==> config.mk <==
export PLATFORM = sky130hd
export DESIGN_NAME = vga_layer_compositor
export DESIGN_NICKNAME = d
export VERILOG_FILES = /design/src/rtl/vga_layer_compositor.sv
export SDC_FILE = /design/constraint.sdc
export NUM_CORES = 1
export LEC_CHECK = 0
export ABC_CLOCK_PERIOD_IN_PS = 9400
export CAP_MARGIN = 20
export CORE_ASPECT_RATIO = 2
export CORE_MARGIN = 2
export CORE_UTILIZATION = 48
export DETAILED_ROUTE_END_ITERATION = 6
export HOLD_SLACK_MARGIN = 0.05
export MAX_ROUTING_LAYER = met4
export PLACE_DENSITY_LB_ADDON = 0.15
export REMOVE_ABC_BUFFERS = 1
export SYNTH_ARGS = -nofsm -noshare
export SYNTH_HDL_FRONTEND = slang
export SYNTH_SLANG_ARGS = --single-unit
==> constraint.sdc <==
create_clock -name clk -period 9.4 [get_ports clk]
set_input_delay 1.88 -clock clk [delete_from_list [all_inputs] [get_ports clk]]
set_output_delay 1.88 -clock clk [all_outputs]
set_load 0.01 [all_outputs]
==> src/rtl/vga_layer_compositor.sv <==
// Registered two-stage VGA layer compositor: frame-latched object shadows, priority colour mux, per-obstacle collisions.
// Optional feature macro: VGA_COMP_SCANLINE_EN (halves output intensity on odd scanlines).
module vga_layer_compositor #(
   parameter int NUM_OBS         = 4,
   parameter int COORD_W         = 10,
   parameter int BOX_WIDTH       = 30,
   parameter int BOX_BASE_HEIGHT = 30,
   parameter int BOX_Y_START     = 315,
   parameter int BANK_X_START    = 50,
   parameter int BANK_WIDTH      = 60,
   parameter int FLASH_FRAMES    = 8
) (
   input  logic                         clk,
   input  logic                         rst,
   input  logic                         frame_start,
   input  logic [COORD_W-1:0]           x,
   input  logic [COORD_W-1:0]           y,
   input  logic                         active_pixels,
   input  logic [1:0]                   game_state,
   input  logic                         menu_selection,
   input  logic [8:0]                   txt_flags,
   input  logic [COORD_W-1:0]           player_x,
   input  logic [COORD_W-1:0]           player_height,
   input  logic [COORD_W-1:0]           green_x,
   input  logic [COORD_W-1:0]           green_y,
   input  logic [COORD_W-1:0]           green_w,
   input  logic [COORD_W-1:0]           green_h,
   input  logic                         green_active,
   input  logic [NUM_OBS*4*COORD_W-1:0] obs_rect,
   input  logic [NUM_OBS-1:0]           obs_active,
   input  logic                         hit_pulse,
   output logic [7:0]                   VGA_R,
   output logic [7:0]                   VGA_G,
   output logic [7:0]                   VGA_B,
   output logic [NUM_OBS-1:0]           coll_flags,
   output logic                         coll_valid
);

   localparam int CW = COORD_W;
   localparam int EW = COORD_W + 1;
   localparam logic [EW-1:0] Y_START  = EW'(BOX_Y_START);
   localparam logic [EW-1:0] HELD_LIM = EW'(BOX_Y_START - BOX_BASE_HEIGHT + 1);
   localparam logic [EW-1:0] BANK_X0  = EW'(BANK_X_START);
   localparam logic [EW-1:0] BANK_X1  = EW'(BANK_X_START + BANK_WIDTH);

   localparam logic [23:0] C_RED   = 24'hFF0000;
   localparam logic [23:0] C_GREEN = 24'h00FF00;
   localparam logic [23:0] C_BLUE  = 24'h0000FF;
   localparam logic [23:0] C_WHITE = 24'hFFFFFF;
   localparam logic [23:0] C_DIM   = 24'h555555;
   localparam logic [23:0] C_GRAY  = 24'h808080;
   localparam logic [23:0] C_NAVY  = 24'h000080;
   localparam logic [23:0] C_BLACK = 24'h000000;

   typedef enum logic [1:0] {
      ST_START   = 2'b00,
      ST_PLAYING = 2'b01,
      ST_INSTR   = 2'b10,
      ST_OVER    = 2'b11
   } state_t;

   // Edges are summed one bit wider than the coordinates so a rectangle near the limit never wraps.
   function automatic logic in_rect(input logic [CW-1:0] px, input logic [CW-1:0] py,
                                    input logic [CW-1:0] rx, input logic [CW-1:0] ry,
                                    input logic [CW-1:0] rw, input logic [CW-1:0] rh);
      logic [EW-1:0] x_end;
      logic [EW-1:0] y_end;
      x_end = {1'b0, rx} + {1'b0, rw};
      y_end = {1'b0, ry} + {1'b0, rh};
      return (rw != '0) && (rh != '0) &&
             ({1'b0, px} >= {1'b0, rx}) && ({1'b0, px} < x_end) &&
             ({1'b0, py} >= {1'b0, ry}) && ({1'b0, py} < y_end);
   endfunction

   logic [NUM_OBS*4*CW-1:0] sh_obs_rect;
   logic [NUM_OBS-1:0]      sh_obs_active;
   logic [CW-1:0]           sh_player_x, sh_player_height;
   logic [CW-1:0]           sh_green_x, sh_green_y, sh_green_w, sh_green_h;
   logic                    sh_green_active;

   always_ff @(posedge clk or posedge rst) begin
      if (rst) begin
         sh_obs_rect      <= '0;
         sh_obs_active    <= '0;
         sh_player_x      <= '0;
         sh_player_height <= '0;
         sh_green_x       <= '0;
         sh_green_y       <= '0;
         sh_green_w       <= '0;
         sh_green_h       <= '0;
         sh_green_active  <= 1'b0;
      end else if (frame_start) begin
         sh_obs_rect      <= obs_rect;
         sh_obs_active    <= obs_active;
         sh_player_x      <= player_x;
         sh_player_height <= player_height;
         sh_green_x       <= green_x;
         sh_green_y       <= green_y;
         sh_green_w       <= green_w;
         sh_green_h       <= green_h;
         sh_green_active  <= green_active;
      end
   end

   logic [NUM_OBS-1:0] obs_hit;
   logic [EW-1:0]      player_top;
   logic               player_hit, held_row, bank_hit, floor_row, green_hit;

   always_comb begin
      obs_hit = '0;
      for (int i = 0; i < NUM_OBS; i++) begin
         obs_hit[i] = sh_obs_active[i] &&
                      in_rect(x, y, sh_obs_rect[i*4*CW+3*CW +: CW], sh_obs_rect[i*4*CW+2*CW +: CW],
                              sh_obs_rect[i*4*CW+CW +: CW], sh_obs_rect[i*4*CW +: CW]);
      end
      player_top = ({1'b0, sh_player_height} > Y_START) ? '0 : Y_START - {1'b0, sh_player_height} + EW'(1);
      player_hit = ({1'b0, x} >= {1'b0, sh_player_x}) &&
                   ({1'b0, x} < {1'b0, sh_player_x} + EW'(BOX_WIDTH)) &&
                   ({1'b0, y} >= player_top) && ({1'b0, y} <= Y_START);
      held_row   = {1'b0, y} < HELD_LIM;
      bank_hit   = ({1'b0, x} >= BANK_X0) && ({1'b0, x} < BANK_X1) &&
                   ({1'b0, y} >= HELD_LIM) && ({1'b0, y} <= Y_START);
      floor_row  = {1'b0, y} > Y_START;
      green_hit  = sh_green_active && in_rect(x, y, sh_green_x, sh_green_y, sh_green_w, sh_green_h);
   end

   logic               s1_active, s1_odd;
   logic [8:0]         s1_flags;
   state_t             s1_state;
   logic [NUM_OBS-1:0] s1_obs;
   logic               s1_green, s1_player, s1_held, s1_bank, s1_floor;

   always_ff @(posedge clk or posedge rst) begin
      if (rst) begin
         s1_active <= 1'b0;
         s1_odd    <= 1'b0;
         s1_flags  <= '0;
         s1_state  <= ST_START;
         s1_obs    <= '0;
         s1_green  <= 1'b0;
         s1_player <= 1'b0;
         s1_held   <= 1'b0;
         s1_bank   <= 1'b0;
         s1_floor  <= 1'b0;
      end else begin
         s1_active <= active_pixels;
         s1_odd    <= y[0];
         s1_flags  <= txt_flags;
         s1_state  <= state_t'(game_state);
         s1_obs    <= obs_hit;
         s1_green  <= green_hit;
         s1_player <= player_hit;
         s1_held   <= held_row;
         s1_bank   <= bank_hit;
         s1_floor  <= floor_row;
      end
   end

   // A hit_pulse landing on a frame_start reloads the full count rather than being decremented.
   logic [7:0] flash_cnt;
   logic       blink_off;

   always_ff @(posedge clk or posedge rst) begin
      if (rst)                                flash_cnt <= '0;
      else if (hit_pulse)                     flash_cnt <= 8'(FLASH_FRAMES);
      else if (frame_start && flash_cnt != 0) flash_cnt <= flash_cnt - 8'd1;
   end

   assign blink_off = (flash_cnt != 0) && flash_cnt[0];

   logic [23:0] colour, colour_out;

   always_comb begin
      colour = C_BLACK;
      if (s1_active) begin
         case (s1_state)
            ST_START: begin
               if (s1_flags[3])      colour = menu_selection ? C_DIM : C_WHITE;
               else if (s1_flags[4]) colour = menu_selection ? C_WHITE : C_DIM;
               else                  colour = C_NAVY;
            end
            ST_INSTR: begin
               if (s1_flags[5])      colour = C_GREEN;
               else if (s1_flags[6]) colour = C_RED;
               else if (s1_flags[7]) colour = C_WHITE;
               else                  colour = C_BLACK;
            end
            ST_OVER:                 colour = s1_flags[8] ? C_WHITE : C_RED;
            ST_PLAYING: begin
               if (s1_flags[0])                    colour = C_RED;
               else if (s1_flags[1] | s1_flags[2]) colour = C_BLACK;
               else if (|s1_obs)                   colour = C_RED;
               else if (s1_green)                  colour = C_GREEN;
               else if (s1_player)                 colour = s1_held ? C_GREEN : (blink_off ? C_WHITE : C_BLUE);
               else if (s1_bank)                   colour = C_GREEN;
               else if (s1_floor)                  colour = C_GRAY;
               else                                colour = C_WHITE;
            end
         endcase
      end
`ifdef VGA_COMP_SCANLINE_EN
      colour_out = (s1_active && s1_odd) ?
                   {1'b0, colour[23:17], 1'b0, colour[15:9], 1'b0, colour[7:1]} : colour;
`else
      colour_out = colour;
`endif
   end

   always_ff @(posedge clk or posedge rst) begin
      if (rst) {VGA_R, VGA_G, VGA_B} <= '0;
      else     {VGA_R, VGA_G, VGA_B} <= colour_out;
   end

   // Hits seen while frame_start is high belong to the frame that is just opening.
   logic [NUM_OBS-1:0] coll_acc, coll_now;

   assign coll_now = (s1_state == ST_PLAYING && s1_active && s1_player) ? s1_obs : '0;

   always_ff @(posedge clk or posedge rst) begin
      if (rst) begin
         coll_acc   <= '0;
         coll_flags <= '0;
         coll_valid <= 1'b0;
      end else begin
         coll_valid <= frame_start;
         if (frame_start) begin
            coll_flags <= coll_acc;
            coll_acc   <= coll_now;
         end else begin
            coll_acc   <= coll_acc | coll_now;
         end
      end
   end

endmodule
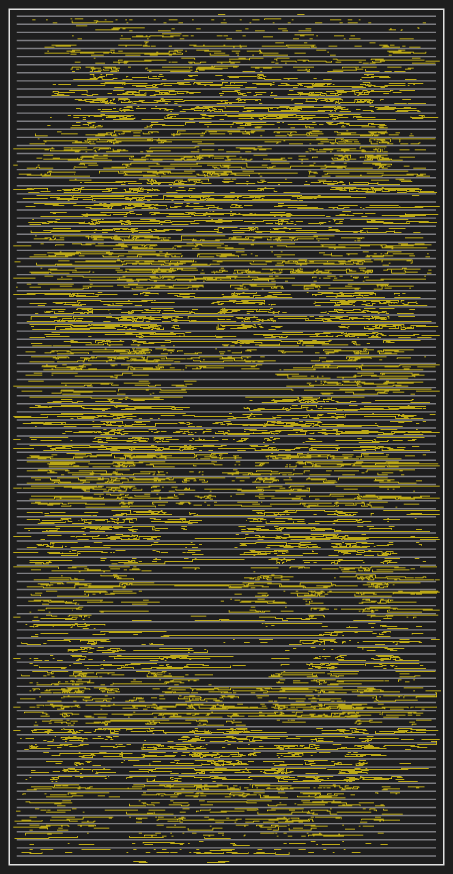
Fig. 1. Metal 1.
Supply wires on this layer in gray.
share of all routed wire: 45%
nets with wire on the layer: 2,580

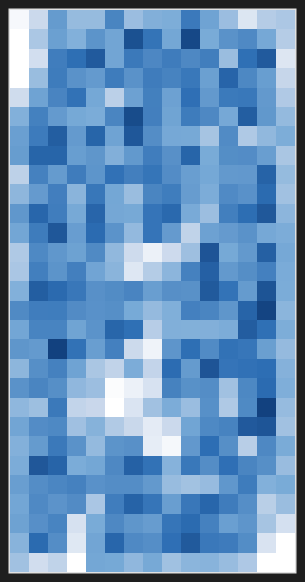
Fig. 2. Cell density map.
15 x 29 tiles, from white (low) to dark blue (high), 0 to 100% covered.
tiles over 75% full: 11%
nearly empty tiles: 2.1%
fullest tile: 93%
mean over tiles: 55%

==> out/metrics.yaml <==
largest_reg_flops: 160
setup_viol: 0
top_layer_used: "met4"
synth_adder_area_share_pct: 21.9
area_leaders: "dfrtp_1, ha_1, mux2_2"
power.total_mw: 3.91
ir_drop_mv: 0.132
simple_gate_share_pct: 11.5
postCtsSetupRepairBufs: 0
cap_violations: 0
period_used_pct: 45.4
final.setup.tns_ps: 0
crit_buf_inv: 2
synthMuxAreaShare_pct: 7.46
powerSeq_mw: 1.37
chip_area_sq_mm: 0.0420
crit_family: "buffers and inverters"
yosysTopAreaCellShare_pct: 35.2
cp.depth: 8
cp-endpoint: "s1_obs[1]"
arrival_ps: 4730
stdcell_count: 2776
cts_tree: "done"
regMostFlops: "sh_obs_rect"
outcome: "completed"
hold_slack_ps: 508
combGateArea_sq_mm: 0.0117
dpl.hpwl_um: 38300
grt_pass1_wl_um: 81600
syn_area_sq_mm: 0.0193
flops: 272
clkTransAtPathRegs_ps: 70
synth_stat.cells: 1951
nets: 2819
gr-usage-met1_pct: 31.6
htreeDepth: 1
p_leak_nw: 10.7
seq_share_pct: 28.8
end_kind: "flop"
critical_path.max_stage_delay_ps: 1030
syn_to_final_growth_pct: 22.5
async_flop_share_pct: 100
dieHeight_um: 288
placedInstanceArea_sq_mm: 0.0227
buf_share_pct: 12.6
yosys_warnings: 0
yosys.area_share.aoi_pct: 15.6
common_cells: "ha_1, dfrtp_1, o21ai_0, nand2_1, inv_1"
synth_cell_types: 68
reg2reg_slack_ps: 5840
r2r-start: "sh_obs_rect[140]"
initCoreUtil_pct: 48.4
antenna_found_initial: 1
switching_share_pct: 32.9
power_density_mw_per_mm2: 165
crit_slowest_cell: "clkdlybuf4s50_1"
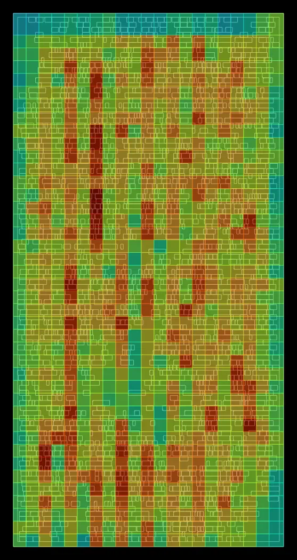
Fig. 3. Congestion heat map.
mean routed wirelength per cell: 18.1 um
busiest grt layer: met2
M2 GR Usage: 41.5%
fin util: 59.2%
All-Layer GR Usage: 24.9%

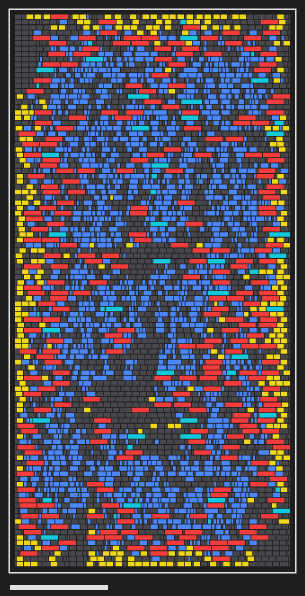
Fig. 4. Cell classes on the final placement.
Bar = 50 um. Fill, decap, tap and diode cells in gray.
legend:
  blue:
    class: combinational and other logic
    cells: 1,625
  cyan:
    class: clock drivers and dummy loads
    cells: 49
  yellow:
    class: other buffers and delay cells
    cells: 299
  red:
    class: flops
    cells: 272

